--- config.mk ---
export PLATFORM = sky130hd
export DESIGN_NAME = dmem_arbiter
export DESIGN_NICKNAME = d
export VERILOG_FILES = /design/src/rtl/dmem_arbiter.sv
export SDC_FILE = /design/constraint.sdc
export NUM_CORES = 1
export LEC_CHECK = 0
export ABC_AREA = 1
export CAP_MARGIN = 40
export CORE_UTILIZATION = 48
export CTS_CLUSTER_DIAMETER = 30
export CTS_CLUSTER_SIZE = 25
export DETAILED_ROUTE_END_ITERATION = 7
export MAX_ROUTING_LAYER = met4
export PLACE_DENSITY_LB_ADDON = 0.25
export SYNTH_ARGS = -nofsm -noshare
export SYNTH_HDL_FRONTEND = slang
export SYNTH_SLANG_ARGS = --single-unit
export TNS_END_PERCENT = 50
--- constraint.sdc ---
create_clock -name clk -period 2.19 [get_ports clk]
set_clock_uncertainty 0.05 [all_clocks]
set_input_delay 0.219 -clock clk [delete_from_list [all_inputs] [get_ports clk]]
set_output_delay 0.219 -clock clk [all_outputs]
set_load 0.05 [all_outputs]
--- src/rtl/dmem_arbiter.sv ---
`default_nettype none
// ============================================================================
//  Module   : dmem_arbiter
//  Purpose  : Round-robin two-port arbiter and byte-beat sequencer for a
//             byte-wide, synchronous-read data memory. Byte/half/word
//             accesses run as big-endian byte beats.
//  Options  : DMEM_ARB_ALIGN_CHECK_EN - reject misaligned half/word
//             accesses with a one-cycle error ack.
//  Revision : 1.0 - initial release
// ============================================================================
module dmem_arbiter #(
  parameter int ADDR_W = 14
) (
  input  logic              clk,
  input  logic              rst,
  input  logic              req0,
  input  logic              we0,
  input  logic [1:0]        size0,
  input  logic [ADDR_W-1:0] addr0,
  input  logic [31:0]       wdata0,
  output logic              ack0,
  output logic [31:0]       rdata0,
  output logic              err0,
  input  logic              req1,
  input  logic              we1,
  input  logic [1:0]        size1,
  input  logic [ADDR_W-1:0] addr1,
  input  logic [31:0]       wdata1,
  output logic              ack1,
  output logic [31:0]       rdata1,
  output logic              err1,
  output logic [ADDR_W-1:0] mem_addr,
  output logic              mem_we,
  output logic [7:0]        mem_wdata,
  input  logic [7:0]        mem_rdata
);

  typedef enum logic [1:0] {
    IDLE    = 2'd0,
    ACCESS  = 2'd1,
    CAPTURE = 2'd2,
    ACK     = 2'd3
  } state_t;

  state_t            state_q, state_d;
  logic              gnt_q, gnt_d;
  logic              last_gnt_q, last_gnt_d;
  logic              we_q, we_d;
  logic [1:0]        last_beat_q, last_beat_d;
  logic [1:0]        beat_q, beat_d;
  logic [31:0]       wdata_q, wdata_d;
  logic [31:0]       result_q, result_d;
  logic              ack0_q, ack0_d, ack1_q, ack1_d;
  logic              err0_q, err0_d, err1_q, err1_d;
  logic [31:0]       rdata0_q, rdata0_d, rdata1_q, rdata1_d;
  logic [ADDR_W-1:0] mem_addr_q, mem_addr_d;
  logic              mem_we_q, mem_we_d;
  logic [7:0]        mem_wdata_q, mem_wdata_d;

  logic              w_sel;
  logic              w_we;
  logic [1:0]        w_size;
  logic [1:0]        w_last;
  logic [ADDR_W-1:0] w_addr;
  logic [31:0]       w_wdata;
  logic [31:0]       w_aligned;
  logic              w_reject;
  logic [31:0]       w_shifted;

  // Pick the winning port (round-robin on contest) and left-justify its data
  always_comb begin
    w_sel   = (req0 && req1) ? ~last_gnt_q : req1;
    w_we    = w_sel ? we1    : we0;
    w_size  = w_sel ? size1  : size0;
    w_addr  = w_sel ? addr1  : addr0;
    w_wdata = w_sel ? wdata1 : wdata0;
    case (w_size)
      2'b00:   begin w_last = 2'd0; w_aligned = {w_wdata[7:0], 24'h0};  end
      2'b01:   begin w_last = 2'd1; w_aligned = {w_wdata[15:0], 16'h0}; end
      default: begin w_last = 2'd3; w_aligned = w_wdata;                end
    endcase
  end

`ifdef DMEM_ARB_ALIGN_CHECK_EN
  assign w_reject = ((w_size == 2'b01) && w_addr[0]) ||
                    (w_size[1] && (w_addr[1:0] != 2'b00));
`else
  assign w_reject = 1'b0;
`endif

  // Load result with the byte returned for the previous beat appended
  assign w_shifted = {result_q[23:0], mem_rdata};

  // Next-state and next-output logic
  always_comb begin
    state_d     = state_q;
    gnt_d       = gnt_q;
    last_gnt_d  = last_gnt_q;
    we_d        = we_q;
    last_beat_d = last_beat_q;
    beat_d      = beat_q;
    wdata_d     = wdata_q;
    result_d    = result_q;
    ack0_d      = 1'b0;
    ack1_d      = 1'b0;
    err0_d      = err0_q;
    err1_d      = err1_q;
    rdata0_d    = rdata0_q;
    rdata1_d    = rdata1_q;
    mem_addr_d  = mem_addr_q;
    mem_we_d    = 1'b0;
    mem_wdata_d = 8'h00;

    case (state_q)
      IDLE: begin
        if (req0 || req1) begin
          gnt_d       = w_sel;
          we_d        = w_we;
          last_beat_d = w_last;
          beat_d      = 2'd0;
          result_d    = 32'h0;
          if (w_reject) begin
            // Misaligned: answer immediately, no memory traffic
            state_d = ACK;
            if (w_sel) begin
              ack1_d = 1'b1; err1_d = 1'b1; rdata1_d = 32'h0;
            end else begin
              ack0_d = 1'b1; err0_d = 1'b1; rdata0_d = 32'h0;
            end
          end else begin
            // Present beat 0 in the very next cycle
            state_d     = ACCESS;
            mem_addr_d  = w_addr;
            mem_we_d    = w_we;
            mem_wdata_d = w_we ? w_aligned[31:24] : 8'h00;
            wdata_d     = w_aligned << 8;
          end
        end
      end

      ACCESS: begin
        if (!we_q && (beat_q != 2'd0)) begin
          result_d = w_shifted;
        end
        if (beat_q == last_beat_q) begin
          state_d = CAPTURE;
        end else begin
          beat_d      = beat_q + 2'd1;
          mem_addr_d  = mem_addr_q + ADDR_W'(1);
          mem_we_d    = we_q;
          mem_wdata_d = we_q ? wdata_q[31:24] : 8'h00;
          wdata_d     = wdata_q << 8;
        end
      end

      CAPTURE: begin
        state_d = ACK;
        if (gnt_q) begin
          ack1_d = 1'b1;
          err1_d = 1'b0;
          if (!we_q) rdata1_d = w_shifted;
        end else begin
          ack0_d = 1'b1;
          err0_d = 1'b0;
          if (!we_q) rdata0_d = w_shifted;
        end
      end

      ACK: begin
        last_gnt_d = gnt_q;
        state_d    = IDLE;
      end

      default: state_d = IDLE;
    endcase
  end

  // State and output registers
  always_ff @(posedge clk) begin
    if (rst) begin
      state_q     <= IDLE;
      gnt_q       <= 1'b0;
      last_gnt_q  <= 1'b1;
      we_q        <= 1'b0;
      last_beat_q <= 2'd0;
      beat_q      <= 2'd0;
      wdata_q     <= 32'h0;
      result_q    <= 32'h0;
      ack0_q      <= 1'b0;
      ack1_q      <= 1'b0;
      err0_q      <= 1'b0;
      err1_q      <= 1'b0;
      rdata0_q    <= 32'h0;
      rdata1_q    <= 32'h0;
      mem_addr_q  <= '0;
      mem_we_q    <= 1'b0;
      mem_wdata_q <= 8'h00;
    end else begin
      state_q     <= state_d;
      gnt_q       <= gnt_d;
      last_gnt_q  <= last_gnt_d;
      we_q        <= we_d;
      last_beat_q <= last_beat_d;
      beat_q      <= beat_d;
      wdata_q     <= wdata_d;
      result_q    <= result_d;
      ack0_q      <= ack0_d;
      ack1_q      <= ack1_d;
      err0_q      <= err0_d;
      err1_q      <= err1_d;
      rdata0_q    <= rdata0_d;
      rdata1_q    <= rdata1_d;
      mem_addr_q  <= mem_addr_d;
      mem_we_q    <= mem_we_d;
      mem_wdata_q <= mem_wdata_d;
    end
  end

  assign ack0      = ack0_q;
  assign ack1      = ack1_q;
  assign err0      = err0_q;
  assign err1      = err1_q;
  assign rdata0    = rdata0_q;
  assign rdata1    = rdata1_q;
  assign mem_addr  = mem_addr_q;
  assign mem_we    = mem_we_q;
  assign mem_wdata = mem_wdata_q;

endmodule
`default_nettype wire

Fig. 1: ports around the boundary
(3 px per µm) Pins as bars across the die edge, other pins in grey.
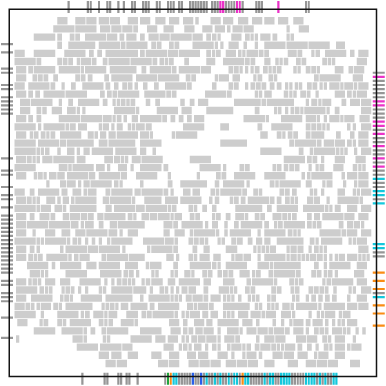
colour	port	pins	direction	edge
orange	`mem_wdata`	8	output	6 right, 2 bottom
green	`ack0`	1	output	bottom
blue	`size1`	2	input	bottom
cyan	`wdata0`	32	input	25 bottom, 7 right
magenta	`addr0`	14	input	9 right, 5 top
all pins by edge	71 bottom, 45 right, 45 top, 40 left

Fig. 2: clock routing
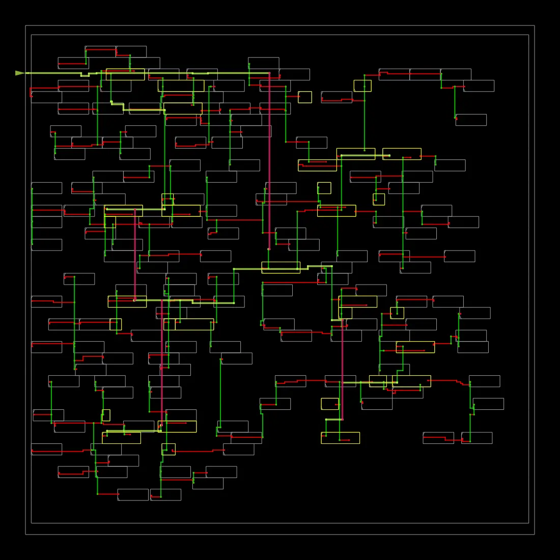
total CTS buffers: 17
Latency at later pin: 0.42 ns
registers: 146

Fig. 3: the metal 4 layer
(3 px per µm)
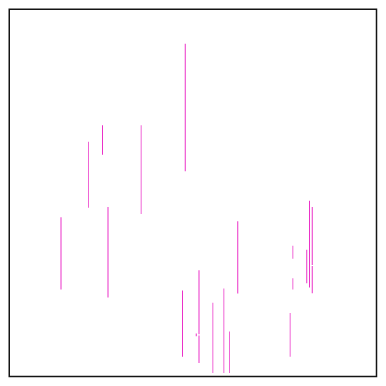
share of all routed wire	2.0%
main direction	vertical
longest straight run	42.2 µm
wire length on this layer	386 µm
nets with wire on the layer	17

Fig. 4: signal wires by layer
(2 px per µm) Only two layers are drawn.
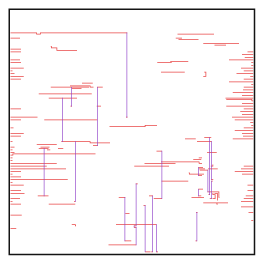
colour	layer	wire length
red	met3	1100 µm
purple	met4	386 µm

Fig. 5: gate-type map
(3 px per µm)
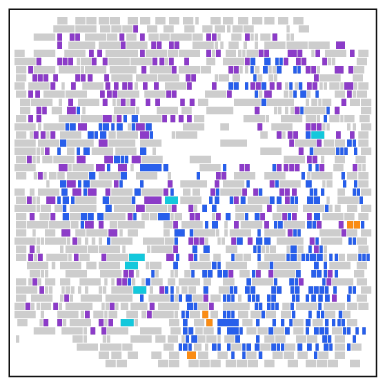
colour	family	cells	most used
blue	NAND gates	300	nand2_1
purple	inverting AOI/OAI gates	243	a21oi_1
orange	AND and OR gates	5	or2_2
cyan	adder and majority cells	6	ha_1

==> flow_metrics.env <==
# yosys + openroad results
export IMPL_status="finished clean"
export IMPL_holdBufCountCts=0
export IMPL_grtUsageMet3_pct=5.71
export IMPL_max_slew_margin_rel_pct=51.9
export IMPL_cpPeakStageDelay_ns=0.85
export IMPL_r2r_cells=10
export IMPL_hold_end="rdata1[21]"
export IMPL_crit_path_start_kind="flip-flop"
export IMPL_yosysTopAreaCellShare_pct=42.4
export IMPL_synth_area_mm2=0.00690
export IMPL_p_seq_share_pct=30.3
export IMPL_antenna_cells=0
export IMPL_cp_cell_sequence="clkdlybuf4s50_1"
export IMPL_gr_total_overflow=0
export IMPL_crit_required_ns=1.92
export IMPL_antenna_found_initial=0
export IMPL_dp_cells=1293
export IMPL_vias=7000
export IMPL_dr_max_layer_used="met4"
export IMPL_hpwl_mm=13.4
export IMPL_pwr_share_clk_pct=22.7
export IMPL_final_area_mm2=0.00951
export IMPL_syn_inst=961
export IMPL_ys_seq_share_pct=42.4
export IMPL_die_x_um=122
export IMPL_path_max_fanout=7
export IMPL_total_power_mw=12.5
export IMPL_synthArstFlopShare_pct=0
export IMPL_setup_violations=0
export IMPL_drive_gt1_share_pct=9.61
export IMPL_floorplan_core_util_pct=49.5
export IMPL_drt_iter0_markers=492
export IMPL_core_mm2=0.0139
export IMPL_flop_area_mm2=0.00292
export IMPL_p_int_mw=6.79
export IMPL_firstDrtPassIters=6
export IMPL_end_kind="output port"
export IMPL_drv_cap=0
export IMPL_yosys_most_used_dff="dfxtp_1"
export IMPL_ys_top_logic_family="simple AND/OR/NAND/NOR gates"
export IMPL_drv_slew=0
export IMPL_cp_top_family="buffers and inverters"
export IMPL_drt_antenna_violating_nets=0
export IMPL_wl_met1_mm=8.33
export IMPL_finalSetupTns_ns=0
